File: src/rtl/sdrc_wb_traffic_gen.sv
// sdrc_wb_traffic_gen: Wishbone burst master that writes address-derived data in
// bursts, reads it back, and counts miscompares; drives sdrc_top's wb_* port.
// Optional macro TGEN_ERR_LOG_EN adds first-miscompare capture ports
// (err_addr, err_exp, err_act).
module sdrc_wb_traffic_gen #(
    parameter int unsigned APP_AW       = 26,
    parameter int unsigned WB_DW        = 32,
    parameter int unsigned BURST_MAX    = 16,
    parameter logic [31:0] PATTERN_SEED = 32'hA5A5_0000,
    parameter int unsigned TIMEOUT      = 1024
) (
    input  logic                 wb_clk_i,
    input  logic                 wb_rst_i,
    input  logic                 start,
    input  logic                 sdr_init_done,
    input  logic [APP_AW-1:0]    cfg_start_addr,
    input  logic [7:0]           cfg_burst_len,
    input  logic [15:0]          cfg_num_xfr,
    output logic                 wb_cyc_o,
    output logic                 wb_stb_o,
    output logic                 wb_we_o,
    output logic [APP_AW-1:0]    wb_addr_o,
    output logic [WB_DW-1:0]     wb_dat_o,
    output logic [WB_DW/8-1:0]   wb_sel_o,
    output logic [2:0]           wb_cti_o,
    input  logic                 wb_ack_i,
    input  logic [WB_DW-1:0]     wb_dat_i,
    output logic                 busy,
    output logic                 done,
    output logic [15:0]          err_cnt,
    output logic [15:0]          xfr_cnt,
    output logic                 timeout
`ifdef TGEN_ERR_LOG_EN
    ,
    output logic [APP_AW-1:0]    err_addr,
    output logic [WB_DW-1:0]     err_exp,
    output logic [WB_DW-1:0]     err_act
`endif
);

    localparam int unsigned    BYTES   = WB_DW / 8;
    localparam int unsigned    TW      = $clog2(TIMEOUT + 1);
    localparam logic [WB_DW-1:0] SEED_W = {(WB_DW / 32){PATTERN_SEED}};
    localparam logic [2:0]     CTI_INC = 3'b010;
    localparam logic [2:0]     CTI_END = 3'b111;

    typedef enum logic [2:0] {
        S_IDLE, S_WAIT_INIT, S_WR, S_GAP_W, S_RD, S_GAP_R, S_DONE
    } state_t;

    // Expected data for a beat address; shared by write generation and read check.
    function automatic logic [WB_DW-1:0] pattern(input logic [APP_AW-1:0] a);
        return SEED_W ^ WB_DW'(a);
    endfunction

    state_t            state;
    logic [APP_AW-1:0] base;
    logic [7:0]        bl;
    logic [7:0]        beat;
    logic [15:0]       num;
    logic [TW-1:0]     tmo_cnt;
`ifdef TGEN_ERR_LOG_EN
    logic              err_logged;
`endif

    logic [7:0]        bl_c;
    logic [7:0]        next_beat_c;
    logic              last_c;
    logic              next_last_c;
    logic [2:0]        first_cti_c;
    logic [APP_AW-1:0] next_addr_c;
    logic [APP_AW-1:0] next_base_c;
    logic              mismatch_c;
    logic              tmo_hit_c;
    logic [15:0]       xfr_inc_c;

    // Burst-length clamp, beat/address stepping and compare helpers.
    always_comb begin
        bl_c = cfg_burst_len;
        if (cfg_burst_len == 8'd0) begin
            bl_c = 8'd1;
        end else if (32'(cfg_burst_len) > BURST_MAX) begin
            bl_c = 8'(BURST_MAX);
        end
        next_beat_c = beat + 8'd1;
        last_c      = (next_beat_c == bl);
        next_last_c = ((next_beat_c + 8'd1) == bl);
        first_cti_c = (bl == 8'd1) ? CTI_END : CTI_INC;
        next_addr_c = wb_addr_o + APP_AW'(BYTES);
        next_base_c = base + APP_AW'(32'(bl) * BYTES);
        mismatch_c  = (wb_dat_i != pattern(wb_addr_o));
        tmo_hit_c   = (tmo_cnt == TW'(TIMEOUT - 1));
        xfr_inc_c   = xfr_cnt + 16'd1;
    end

    // Run sequencer with registered Wishbone and status outputs.
    always_ff @(posedge wb_clk_i or posedge wb_rst_i) begin
        if (wb_rst_i) begin
            state     <= S_IDLE;
            base      <= '0;
            bl        <= 8'd0;
            beat      <= 8'd0;
            num       <= 16'd0;
            tmo_cnt   <= '0;
            wb_cyc_o  <= 1'b0;
            wb_stb_o  <= 1'b0;
            wb_we_o   <= 1'b0;
            wb_addr_o <= '0;
            wb_dat_o  <= '0;
            wb_sel_o  <= '0;
            wb_cti_o  <= 3'b000;
            busy      <= 1'b0;
            done      <= 1'b0;
            err_cnt   <= 16'd0;
            xfr_cnt   <= 16'd0;
            timeout   <= 1'b0;
`ifdef TGEN_ERR_LOG_EN
            err_logged <= 1'b0;
            err_addr   <= '0;
            err_exp    <= '0;
            err_act    <= '0;
`endif
        end else begin
            wb_sel_o <= '1;
            case (state)
                S_IDLE, S_DONE: begin
                    if (start) begin
                        base    <= cfg_start_addr;
                        bl      <= bl_c;
                        num     <= cfg_num_xfr;
                        err_cnt <= 16'd0;
                        xfr_cnt <= 16'd0;
                        done    <= 1'b0;
                        timeout <= 1'b0;
                        busy    <= 1'b1;
                        state   <= S_WAIT_INIT;
`ifdef TGEN_ERR_LOG_EN
                        err_logged <= 1'b0;
                        err_addr   <= '0;
                        err_exp    <= '0;
                        err_act    <= '0;
`endif
                    end
                end
                S_WAIT_INIT: begin
                    if (sdr_init_done) begin
                        if (num == 16'd0) begin
                            busy  <= 1'b0;
                            done  <= 1'b1;
                            state <= S_DONE;
                        end else begin
                            wb_cyc_o  <= 1'b1;
                            wb_stb_o  <= 1'b1;
                            wb_we_o   <= 1'b1;
                            wb_addr_o <= base;
                            wb_dat_o  <= pattern(base);
                            wb_cti_o  <= first_cti_c;
                            beat      <= 8'd0;
                            tmo_cnt   <= '0;
                            state     <= S_WR;
                        end
                    end
                end
                S_WR, S_RD: begin
                    if (wb_ack_i) begin
                        tmo_cnt <= '0;
                        if (state == S_RD && mismatch_c) begin
                            if (err_cnt != 16'hFFFF) begin
                                err_cnt <= err_cnt + 16'd1;
                            end
`ifdef TGEN_ERR_LOG_EN
                            if (!err_logged) begin
                                err_logged <= 1'b1;
                                err_addr   <= wb_addr_o;
                                err_exp    <= pattern(wb_addr_o);
                                err_act    <= wb_dat_i;
                            end
`endif
                        end
                        if (last_c) begin
                            wb_cyc_o <= 1'b0;
                            wb_stb_o <= 1'b0;
                            wb_we_o  <= 1'b0;
                            wb_cti_o <= 3'b000;
                            state    <= (state == S_WR) ? S_GAP_W : S_GAP_R;
                        end else begin
                            beat      <= next_beat_c;
                            wb_addr_o <= next_addr_c;
                            wb_dat_o  <= pattern(next_addr_c);
                            wb_cti_o  <= next_last_c ? CTI_END : CTI_INC;
                        end
                    end else if (tmo_hit_c) begin
                        wb_cyc_o <= 1'b0;
                        wb_stb_o <= 1'b0;
                        wb_we_o  <= 1'b0;
                        wb_cti_o <= 3'b000;
                        timeout  <= 1'b1;
                        done     <= 1'b1;
                        busy     <= 1'b0;
                        state    <= S_DONE;
                    end else begin
                        tmo_cnt <= tmo_cnt + TW'(1);
                    end
                end
                S_GAP_W: begin
                    wb_cyc_o  <= 1'b1;
                    wb_stb_o  <= 1'b1;
                    wb_we_o   <= 1'b0;
                    wb_addr_o <= base;
                    wb_dat_o  <= pattern(base);
                    wb_cti_o  <= first_cti_c;
                    beat      <= 8'd0;
                    tmo_cnt   <= '0;
                    state     <= S_RD;
                end
                S_GAP_R: begin
                    xfr_cnt <= xfr_inc_c;
                    base    <= next_base_c;
                    if (xfr_inc_c == num) begin
                        busy  <= 1'b0;
                        done  <= 1'b1;
                        state <= S_DONE;
                    end else begin
                        wb_cyc_o  <= 1'b1;
                        wb_stb_o  <= 1'b1;
                        wb_we_o   <= 1'b1;
                        wb_addr_o <= next_base_c;
                        wb_dat_o  <= pattern(next_base_c);
                        wb_cti_o  <= first_cti_c;
                        beat      <= 8'd0;
                        tmo_cnt   <= '0;
                        state     <= S_WR;
                    end
                end
                default: state <= S_IDLE;
            endcase
        end
    end

endmodule

File: config.mk
export PLATFORM = sky130hd
export DESIGN_NAME = sdrc_wb_traffic_gen
export DESIGN_NICKNAME = d
export VERILOG_FILES = /design/src/rtl/sdrc_wb_traffic_gen.sv
export SDC_FILE = /design/constraint.sdc
export NUM_CORES = 1
export LEC_CHECK = 0
export CORE_MARGIN = 4
export CORE_UTILIZATION = 25
export DETAILED_ROUTE_END_ITERATION = 12
export HOLD_SLACK_MARGIN = 0.02
export SLEW_MARGIN = 20
export SYNTH_ARGS = -nofsm -noshare
export SYNTH_HDL_FRONTEND = slang
export SYNTH_SLANG_ARGS = --single-unit
File: constraint.sdc
create_clock -name wb_clk_i -period 7.4 [get_ports wb_clk_i]
set_input_delay 1.48 -clock wb_clk_i [delete_from_list [all_inputs] [get_ports wb_clk_i]]
set_output_delay 1.48 -clock wb_clk_i [all_outputs]
set_load 0.01 [all_outputs]
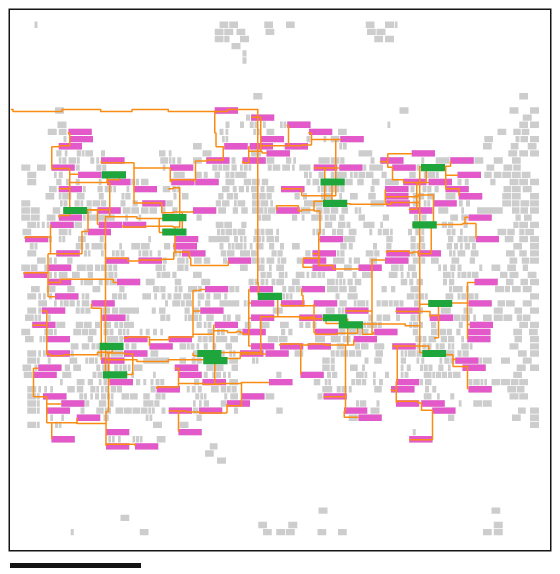
(clock network drawn from the DEF)
The bar under the picture is 50 um long.
- clock drivers: green (count 17)
- flip-flops: magenta (count 146)
- clock wires: orange (length 2330 um)
- routed clock nets: 18
clock share of power: 17.4%
insertion delay to the later sink of the worst-skew pair: 0.44 ns

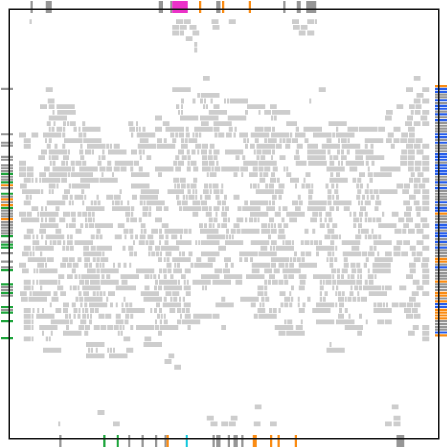
(I/O pins on the die edge)
Pins as bars across the die edge, other pins in grey.
- `cfg_num_xfr`: green (pins 16; direction input; edge 14 left, 2 bottom)
- `wb_dat_i`: blue (pins 32; direction input; edge right)
- `cfg_start_addr`: orange (pins 26; direction input; edge 13 right, 6 bottom, 4 left, 3 top)
- `wb_ack_i`: cyan (pins 1; direction input; edge bottom)
- `cfg_burst_len`: magenta (pins 8; direction input; edge top)
height of the chip: 206 um
Die Wd: 206 um
port buffer count: 186

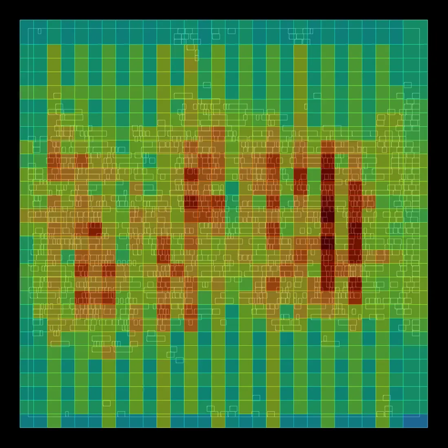
(congestion heat map)
met3 track utilization from global routing: 4.00%
met2 capacity usage during global routing: 24.6%
combined global-route utilization of all metal layers: 15.3%
layer with the highest usage: met2
met1 usage in global routing: 20.4%

==> out/summary.txt <==
Number of standard-cell rows in the floorplan - 72
H-Tree Depth - 4
Post-placement cell area - 11900 um2
Run status - complete, no violations
Most frequently used flop master after synthesis - sky130_fd_sc_hd__dfrtp_1
Critical path fanouts, max - 15
Cell accounting for the most synthesized area - sky130_fd_sc_hd__dfrtp_1
Final worst-path setup slack - 3.15 ns
Critical path class - primary input to flop
Drt first pass iters - 5
Number of buffers inserted during clock tree synthesis - 17
Number of placed instances with taps included - 1765
Flops out of synthesis - 146
Postcts setup bufs - 0
Critical Path Slowest Stage Cell - sky130_fd_sc_hd__a311oi_1
Clock-pin transition on the worst setup and hold timing paths - 0.06 ns
Power density cells - 388 nW/um2
Dominant cells by area after synthesis - sky130_fd_sc_hd__dfrtp_1, sky130_fd_sc_hd__nand2_1, sky130_fd_sc_hd__o21ai_0
Die Area - 42200 um2
Drt via density - 5.16
Routed wl met2 - 15.4 mm
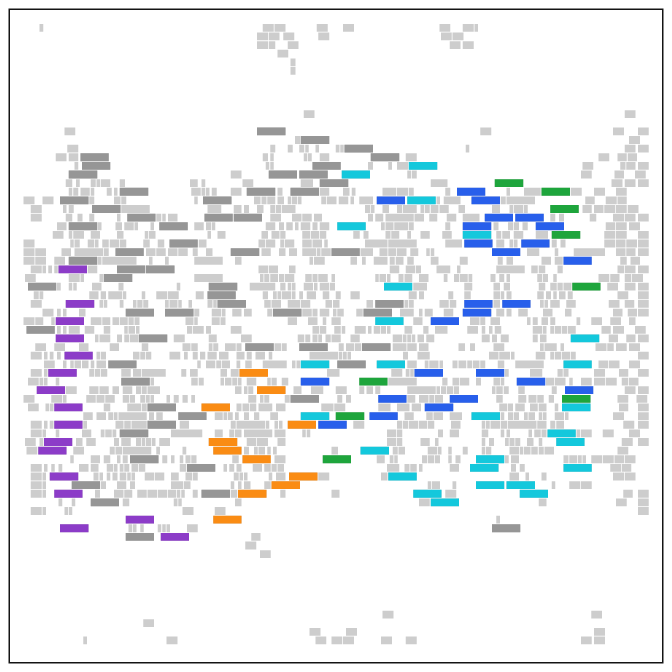
(where the registers sit)
- `wb_dat_o`: green (flops 9)
- `base`: cyan (flops 26)
- `num`: purple (flops 16)
- `wb_addr_o`: blue (flops 25; where right middle)
- `tmo_cnt`: orange (flops 11)
- not coloured: 59
power drawn by the sequential cells: 1530 uW
fraction of standard cell area that is sequential: 29.4%
final cell utilization of the core: 32.1%
register cell area after layout: 3650 um2

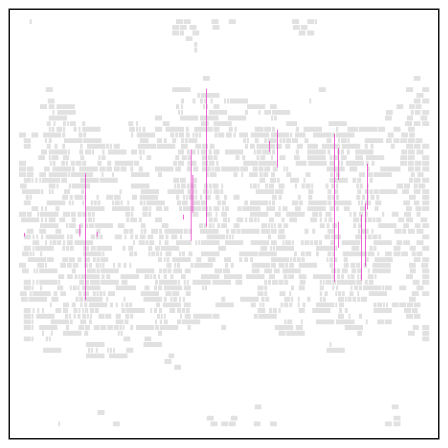
(metal 4)
- longest straight run: 70.7 um
- share of all routed wire: 1.2%
- nets with wire on the layer: 14
vias post-DR: 9289
final wirelength: 33.0 mm

No activity file was given, so power comes from the tool's default toggle rates.
